File: src/rtl/peak_detect.sv
// Per-frame spectral peak search: reports bin index, magnitude and phase of the largest bin.
// Optional PEAK_DETECT_THRESHOLD_EN adds sink_threshold / source_nopeak.
module peak_detect #(
   parameter int unsigned WIDTH  = 25,
   parameter int unsigned LENGTH = 2048,
   parameter int unsigned MINBIN = 1
) (
   input  logic                      clk,
   input  logic                      reset_n,
   input  logic                      sink_valid,
   input  logic                      sink_sop,
   input  logic                      sink_eop,
   input  logic [WIDTH-1:0]          sink_mag,
   input  logic [15:0]               sink_phase,
`ifdef PEAK_DETECT_THRESHOLD_EN
   input  logic [WIDTH-1:0]          sink_threshold,
   output logic                      source_nopeak,
`endif
   output logic                      source_valid,
   output logic [$clog2(LENGTH)-1:0] source_bin,
   output logic [WIDTH-1:0]          source_mag,
   output logic [15:0]               source_phase,
   output logic                      source_error
);

   localparam int unsigned CntW = $clog2(LENGTH);
   localparam logic [CntW-1:0] LastBin = CntW'(LENGTH - 1);
   localparam logic [CntW-1:0] HalfBin = CntW'(LENGTH / 2);
   localparam logic [CntW-1:0] MinBin  = CntW'(MINBIN);

   typedef enum logic [1:0] {StIdle, StFrame, StEmit} state_e;

   state_e            state_q, state_d;
   logic [CntW-1:0]   cnt_q, cnt_d;
   logic              best_vld_q, best_vld_d;
   logic [CntW-1:0]   best_bin_q, best_bin_d;
   logic [WIDTH-1:0]  best_mag_q, best_mag_d;
   logic [15:0]       best_phase_q, best_phase_d;
   logic              valid_q, valid_d;
   logic              error_q, error_d;
   logic [CntW-1:0]   out_bin_q, out_bin_d;
   logic [WIDTH-1:0]  out_mag_q, out_mag_d;
   logic [15:0]       out_phase_q, out_phase_d;
   logic              nopeak_q, nopeak_d;
   logic              take, start, in_range;
   logic [CntW-1:0]   idx;
   logic [WIDTH-1:0]  thr;

`ifdef PEAK_DETECT_THRESHOLD_EN
   assign thr           = sink_threshold;
   assign source_nopeak = nopeak_q;
`else
   assign thr = '0;
`endif

   always_comb begin
      state_d      = state_q;
      cnt_d        = cnt_q;
      best_vld_d   = best_vld_q;
      best_bin_d   = best_bin_q;
      best_mag_d   = best_mag_q;
      best_phase_d = best_phase_q;
      valid_d      = 1'b0;
      error_d      = 1'b0;
      nopeak_d     = 1'b0;
      out_bin_d    = out_bin_q;
      out_mag_d    = out_mag_q;
      out_phase_d  = out_phase_q;
      take         = 1'b0;
      start        = 1'b0;

      unique case (state_q)
         StIdle, StEmit: begin
            if (sink_valid && sink_sop) begin
               take  = 1'b1;
               start = 1'b1;
            end
         end
         StFrame: begin
            if (sink_valid) begin
               take = 1'b1;
               // sop inside a frame aborts it and restarts on this very beat
               if (sink_sop) begin
                  start   = 1'b1;
                  error_d = 1'b1;
               end
            end
         end
         default: ;
      endcase

      idx      = start ? '0 : cnt_q;
      in_range = (idx >= MinBin) && (idx < HalfBin);

      if (take) begin
         state_d    = StFrame;
         cnt_d      = idx + CntW'(1);
         best_vld_d = start ? 1'b0 : best_vld_q;
         if (in_range && (!best_vld_d || sink_mag > best_mag_q)) begin
            best_vld_d   = 1'b1;
            best_bin_d   = idx;
            best_mag_d   = sink_mag;
            best_phase_d = sink_phase;
         end
         if (idx == LastBin && sink_eop) begin
            state_d     = StEmit;
            cnt_d       = '0;
            valid_d     = 1'b1;
            nopeak_d    = best_mag_d < thr;
            out_bin_d   = best_bin_d;
            out_mag_d   = best_mag_d;
            out_phase_d = best_phase_d;
         end else if (idx == LastBin || sink_eop) begin
            state_d = StIdle;
            cnt_d   = '0;
            error_d = 1'b1;
         end
      end else if (state_q == StEmit) begin
         state_d = StIdle;
      end
   end

   always_ff @(posedge clk or negedge reset_n) begin
      if (!reset_n) begin
         state_q      <= StIdle;
         cnt_q        <= '0;
         best_vld_q   <= 1'b0;
         best_bin_q   <= '0;
         best_mag_q   <= '0;
         best_phase_q <= '0;
         valid_q      <= 1'b0;
         error_q      <= 1'b0;
         nopeak_q     <= 1'b0;
         out_bin_q    <= '0;
         out_mag_q    <= '0;
         out_phase_q  <= '0;
      end else begin
         state_q      <= state_d;
         cnt_q        <= cnt_d;
         best_vld_q   <= best_vld_d;
         best_bin_q   <= best_bin_d;
         best_mag_q   <= best_mag_d;
         best_phase_q <= best_phase_d;
         valid_q      <= valid_d;
         error_q      <= error_d;
         nopeak_q     <= nopeak_d;
         out_bin_q    <= out_bin_d;
         out_mag_q    <= out_mag_d;
         out_phase_q  <= out_phase_d;
      end
   end

   assign source_valid = valid_q;
   assign source_error = error_q;
   assign source_bin   = out_bin_q;
   assign source_mag   = out_mag_q;
   assign source_phase = out_phase_q;

endmodule

File: config.mk
export PLATFORM = sky130hd
export DESIGN_NAME = peak_detect
export DESIGN_NICKNAME = d
export VERILOG_FILES = /design/src/rtl/peak_detect.sv
export SDC_FILE = /design/constraint.sdc
export NUM_CORES = 1
export LEC_CHECK = 0
export ABC_AREA = 1
export CAP_MARGIN = 15
export CORE_MARGIN = 2
export CORE_UTILIZATION = 35
export CTS_CLUSTER_SIZE = 16
export DETAILED_ROUTE_END_ITERATION = 10
export SLEW_MARGIN = 20
export SYNTH_ARGS = -nofsm -noshare
export SYNTH_HDL_FRONTEND = slang
export SYNTH_SLANG_ARGS = --single-unit
export TNS_END_PERCENT = 5
File: constraint.sdc
create_clock -name clk -period 2.67 [get_ports clk]
set_clock_uncertainty 0.15 [all_clocks]
set_input_delay 0.534 -clock clk [delete_from_list [all_inputs] [get_ports clk]]
set_output_delay 0.534 -clock clk [all_outputs]
set_load 0.03 [all_outputs]
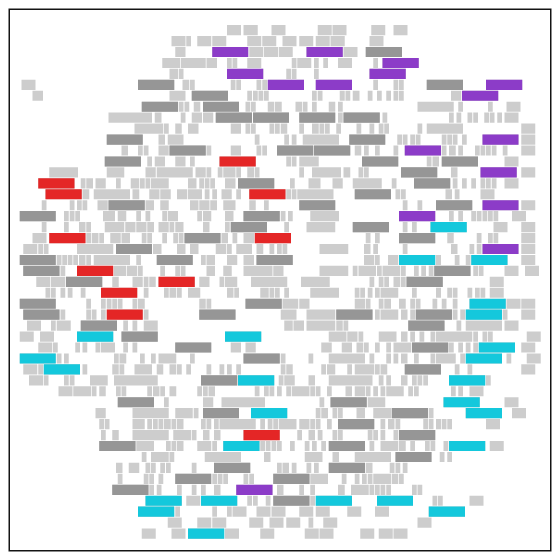
(run_1/registers.png)
`source_mag` -> cyan  # sequential cells 25
`best_bin_q` -> red  # sequential cells 11, where middle left
`source_phase` -> purple  # sequential cells 16
not coloured = 68

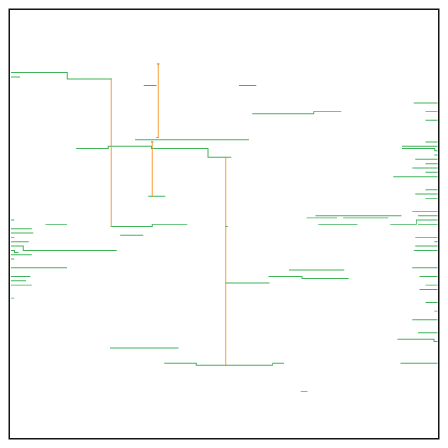
(run_1/metal_stack.png)
Only two layers are drawn.
met4 -> orange  # wire length 152 um
met3 -> green  # wire length 690 um

==> summary.txt, run 1 <==
Physical implementation status

The run finished with clean final reports. The startpoint identified for the worst register-to-register timing path is best_mag_q[16]. The met2 wire length stands at 6.813 mm. Counting the buffers created by CTS gives 17. The timing report shows that the slowest cell on the worst path is clkdlybuf4s50_1. The synthesis-to-finish area growth stands at 39.18%.

The initial antenna violation count is 0. The measured slew at the worst slew-check pin stands at 0.6106 ns. In this run, the synthesized area fraction spent on adder and majority cells is recorded as 5.694%. The script computed a power per unit cell area of 549.1 nW/um^2.

TritonCTS built the clock tree. The post-CTS hold buffer count recorded in the log is 1. Measured against its own limit, the worst slew margin works out to 59.30%. Broken down by cell family, the worst path's largest delay share belongs to simple AND/OR/NAND/NOR gates. The worst setup path is captured at a register.

Per the final report, the share of cell area in non-clock buffers is 19.70%. In this run switching power makes up 20.71% of total power. For reference, compound AND-OR and OR-AND cells occupy 3.353% of the area reported after synthesis. The count of flip-flops with a built-in enable after synthesis stands at 0. The post-detailed-placement half-perimeter wirelength stands at 10.23 mm.

The clock latency on the worst-skew pair stands at 0.41 ns. The most critical min-delay path falls under reg -> reg. The pre-CTS setup slack stands at -0.2022 ns. The overall track demand over capacity in global routing stands at 17.31%.

In this run, synthesis produced a sequential element count of 120. In the synthesis report, Yosys lists the chip area as 5933 um^2. By area the synthesized netlist is led by dfrtp_1 51%, nand2_1 23%, ha_1 5.7%. The number of port buffers stands at 99. After layout, the worst setup slack is 0.2187 ns. The total net switching power stands at 939.1 uW.

The most critical setup path has its endpoint at best_mag_q[7]. The maximum buffer depth of the clock tree stands at 2. The sequential cell area stands at 3003 um^2. The report shows a maximum critical-path fanout of 24.

The vertical die dimension reported for this design is 134.2 um. The synthesis warning total stands at 0. The worst setup path is launched from an input pin. From left edge to right edge, the die measures 134.2 um.

The most critical setup path has its startpoint at sink_mag[16]. The number of standard cells after synthesis stands at 745.
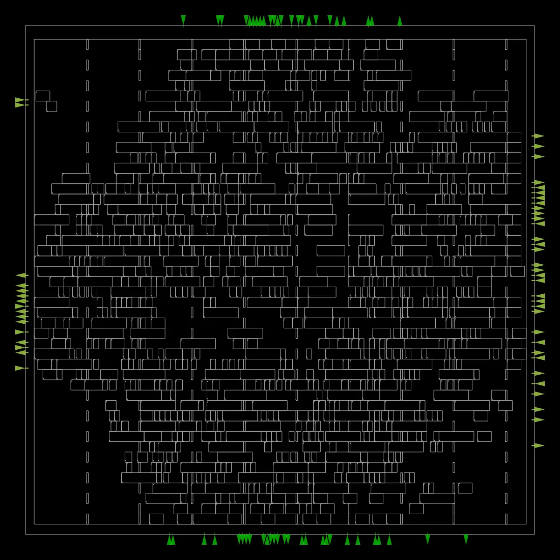
(run_1/final_placement.png)
Cell Rows: 47
Layout Utilization: 49.80%
core box area: 16580 um^2
final cell count without fillers: 1126
flop share of the area: 36.36%

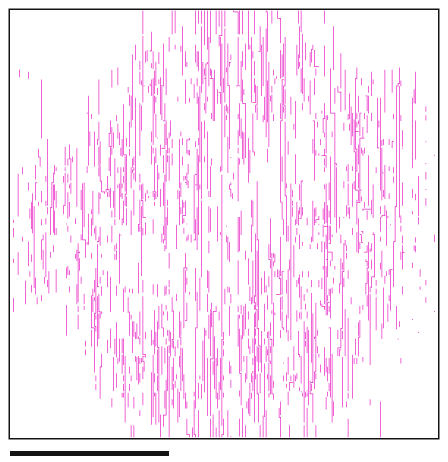
(run_1/met2.png)
The bar under the picture is 50 um long.
wire length on this layer = 6810 um
longest straight run = 50.7 um
Routed WL: 14.50 mm
Global Route met2 Usage: 28.00%
via total after detailed routing: 5046

==> inputs of run 2 (changes only) <==
- CTS_CLUSTER_DIAMETER: unset -> 40
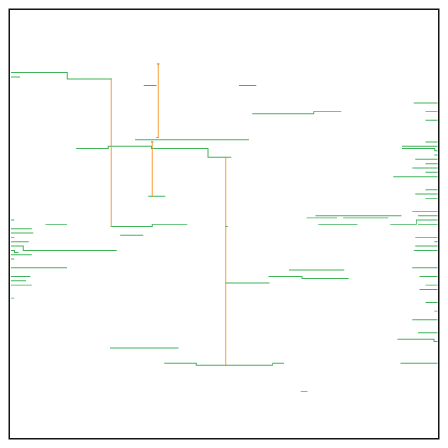
(run_2/metal_stack.png)
Only two layers are drawn.
met4 -> orange  # wire length 152 um
met3 -> green  # wire length 690 um
GR Util All Layers: 17.31%
average detailed-routed wire length per instance: 12.88 um

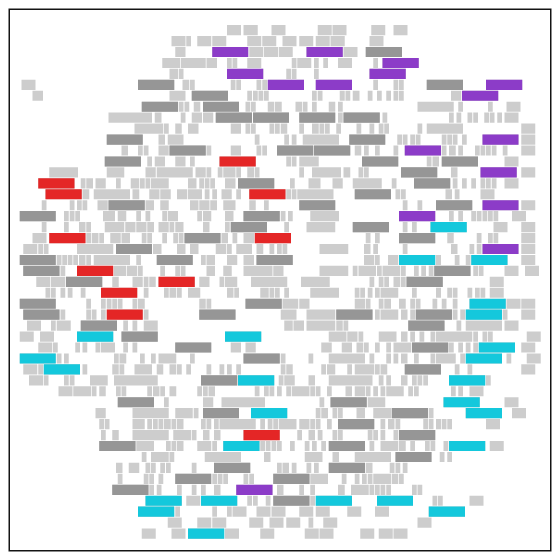
(run_2/registers.png)
`best_bin_q` -> red  # sequential cells 11, where middle left
`source_mag` -> cyan  # sequential cells 25
`source_phase` -> purple  # sequential cells 16
not coloured = 68

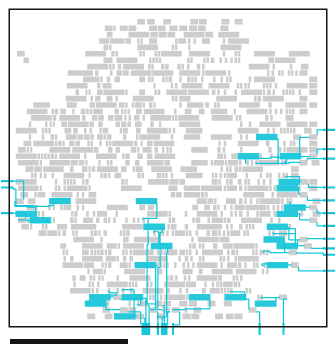
(run_2/port_nets.png)
The bar under the picture is 50 um long.
`source_mag` -> cyan  # direction output, edge 11 right, 11 bottom, 3 left, end cells 25, buffers 25, wire 709 um

==> run 2 against run 1 <==
Count of clock-buffer cells in the layout stayed put. Sequential share of layout area stayed put. Global-route usage stayed put. Via count stayed put. Core utilization stayed put. Non-clock buffer count stayed put. Fmax stayed put. Combinational power hardly changed. Sequential cell count stayed put. Largest cell class unchanged. Highest routed layer unchanged.
==> summary.txt, run 2 <==
Physical implementation status

The AND-OR/OR-AND share of the synthesized area stands at 3.353% (unchanged). The count of flip-flops with a built-in enable after synthesis was 0 (unchanged). The type of element capturing the critical path is a register (unchanged).

The total net switching power was 939.1 uW (unchanged). The TritonCTS clock tree is built (unchanged). The biggest fanout along the worst timing path is 24 (unchanged).

The flop share of the area came to 36.36% (unchanged). The launch point of the worst reg-to-reg path is best_mag_q[16] (unchanged). The height of the die stands at 134.2 um (unchanged). The site row count came to 47 (unchanged). The final core utilization stands at 49.80% (unchanged).

The total length of routed wires was 14.50 mm (unchanged). The remaining max-slew budget at the tightest pin is 59.30% (unchanged). The class of the worst hold path was reg -> reg (unchanged). The maximum buffer depth of the clock tree is 2 (unchanged). The cell area power density came to 549.1 nW/um^2 (unchanged).

The critical path capture point is best_mag_q[7] (unchanged). The met2 usage came to 28.00% (unchanged). The pre-CTS setup slack stands at -0.2022 ns (unchanged). The switching share of total power is 20.71% (unchanged). The synthesis area per yosys stands at 5933 um^2 (unchanged).

The die outline width stands at 134.2 um (unchanged). The cts-stage hold buffer count stands at 1 (unchanged). The sequential cell area came to 3003 um^2 (unchanged). The family with the most delay on the worst path is simple AND/OR/NAND/NOR gates (unchanged). Run status: finished, final reports clean (unchanged).

The synthesis warning total stands at 0 (unchanged).
==> inputs of run 3 (changes only) <==
- CORE_UTILIZATION: 35 -> 45
- PLACE_DENSITY: unset -> 0.69
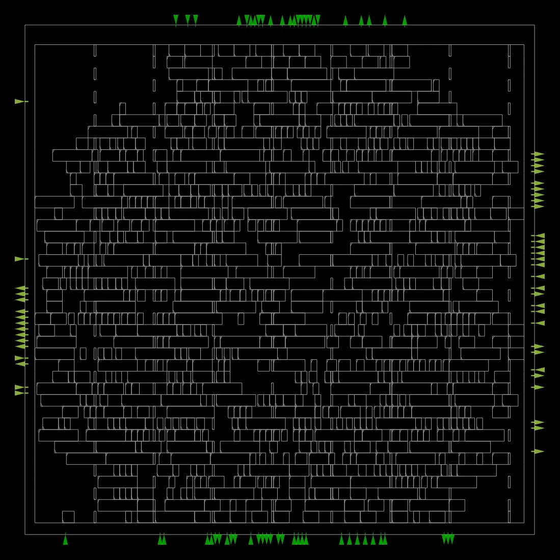
(run_3/final_placement.png)
final cell count without fillers: 1069
Cell Rows: 41
sequential cells: 120
number of well taps: 172
core box area: 12720 um^2

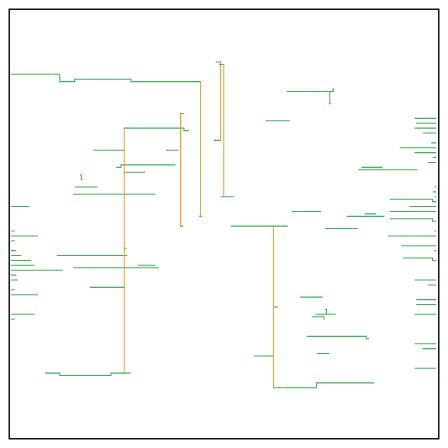
(run_3/metal_stack.png)
Only two layers are drawn.
met4 -> orange  # wire length 240 um
met3 -> green  # wire length 612 um
GR Util All Layers: 22.64%
Routed WL: 14.93 mm
average detailed-routed wire length per instance: 13.96 um

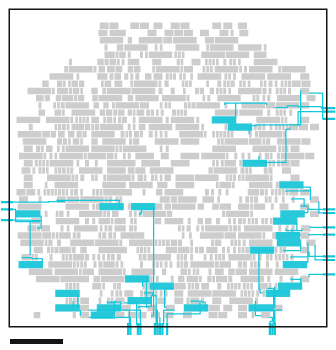
(run_3/port_nets.png)
The bar under the picture is 20 um long.
`source_mag` -> cyan  # direction output, edge 12 bottom, 10 right, 3 left, end cells 25, buffers 25, wire 683 um

==> run 3 against run 2 <==
Hold slack worse by 0.29 ns. Die size down 22%. Fmax up 1.1%. Routed wire length up 2.9%. Design area down 1.4%. Via count up 2.8%. Combinational power down 1%. First-iteration DRC count up 38%. Sequential share of layout area up 0.51 points. Global-route usage up 5.3 points. Largest cell class unchanged. Critical endpoint is now source_phase[9]. Sequential cell count unchanged.
==> summary.txt, run 3 <==
Physical implementation status

The met2 wire length is 7.515 mm (was 6.813 mm). The overall via count from detail_route was 5185 (was 5046). The post-detailed-placement half-perimeter wirelength was 10.40 mm (was 10.23 mm). The synthesis warning total stands at 0 (unchanged).

The cell area power density stands at 573.3 nW/um^2 (was 549.1 nW/um^2). The launch point of the worst reg-to-reg path is state_q[0] (was best_mag_q[16]). The heaviest power group is the clock network (unchanged). The total net switching power stands at 971.2 uW (was 939.1 uW). The TritonCTS clock tree was built (unchanged).

The post-synthesis adder-cell area fraction came to 5.694% (unchanged). The met2 usage is 38.40% (was 28.00%). Top post-synthesis cells by area: dfrtp_1 51%, nand2_1 23%, ha_1 5.7% (unchanged). The switching share of total power came to 20.80% (was 20.71%). The uppermost layer routed is met4 (unchanged). The class of the worst hold path is in -> async (was reg -> reg). The proportion of power drawn by combinational gates came to 5.8% (was 6.0%). The critical path buffer and inverter count stands at 2 (unchanged). The final core utilization is 64.01% (was 49.80%). Run status: finished, final reports clean (unchanged).

The type of element capturing the critical path is a register (unchanged). The AND-OR/OR-AND share of the synthesized area was 3.353% (unchanged). The measured slew at the worst slew-check pin stands at 0.6996 ns (was 0.6106 ns). The buffering overhead came to 18.77% (was 19.70%).

The clock latency on the worst-skew pair stands at 0.42 ns (was 0.41 ns). The cts-stage hold buffer count stands at 0 (was 1). The pre-CTS setup slack was -0.1432 ns (was -0.2022 ns). The family with the most delay on the worst path was simple AND/OR/NAND/NOR gates (unchanged).

The number of standard cells after synthesis was 745 (unchanged). The number of port buffers was 99 (unchanged). The kind of start point of the critical path is an input pin (unchanged). The number of logic inverters in the finished layout stands at 80 (unchanged). The height of the die stands at 118.8 um (was 134.2 um). The fraction of area in multi-input gates stands at 29.71% (was 29.30%). The source of the critical timing path is sink_mag[20] (was sink_mag[16]). The slowest stage cell on the critical path is clkdlybuf4s50_1 (unchanged). The flop share of the area was 36.87% (was 36.36%). The die outline width came to 118.8 um (was 134.2 um). The synthesis area per yosys stands at 5933 um^2 (unchanged). The maximum buffer depth of the clock tree stands at 2 (unchanged). The dominant synthesized flop cell is dfrtp_1 (unchanged). The detail-routed via count per cell stands at 4.850 (was 4.481).

The clock buffer count from CTS was 17 (unchanged). The sequential cell area is 3003 um^2 (unchanged). The number of placed instances, taps included stands at 1037 (was 1095). The biggest fanout along the worst timing path came to 20 (was 24). The critical path capture point was source_phase[9] (was best_mag_q[7]). The synthesis-to-finish area growth stands at 37.26% (was 39.18%). The number of synthesized register bits stands at 120 (unchanged). The first-pass iteration count of the detailed router stands at 5 (was 4).
Power is estimated from default activity; no workload was simulated.
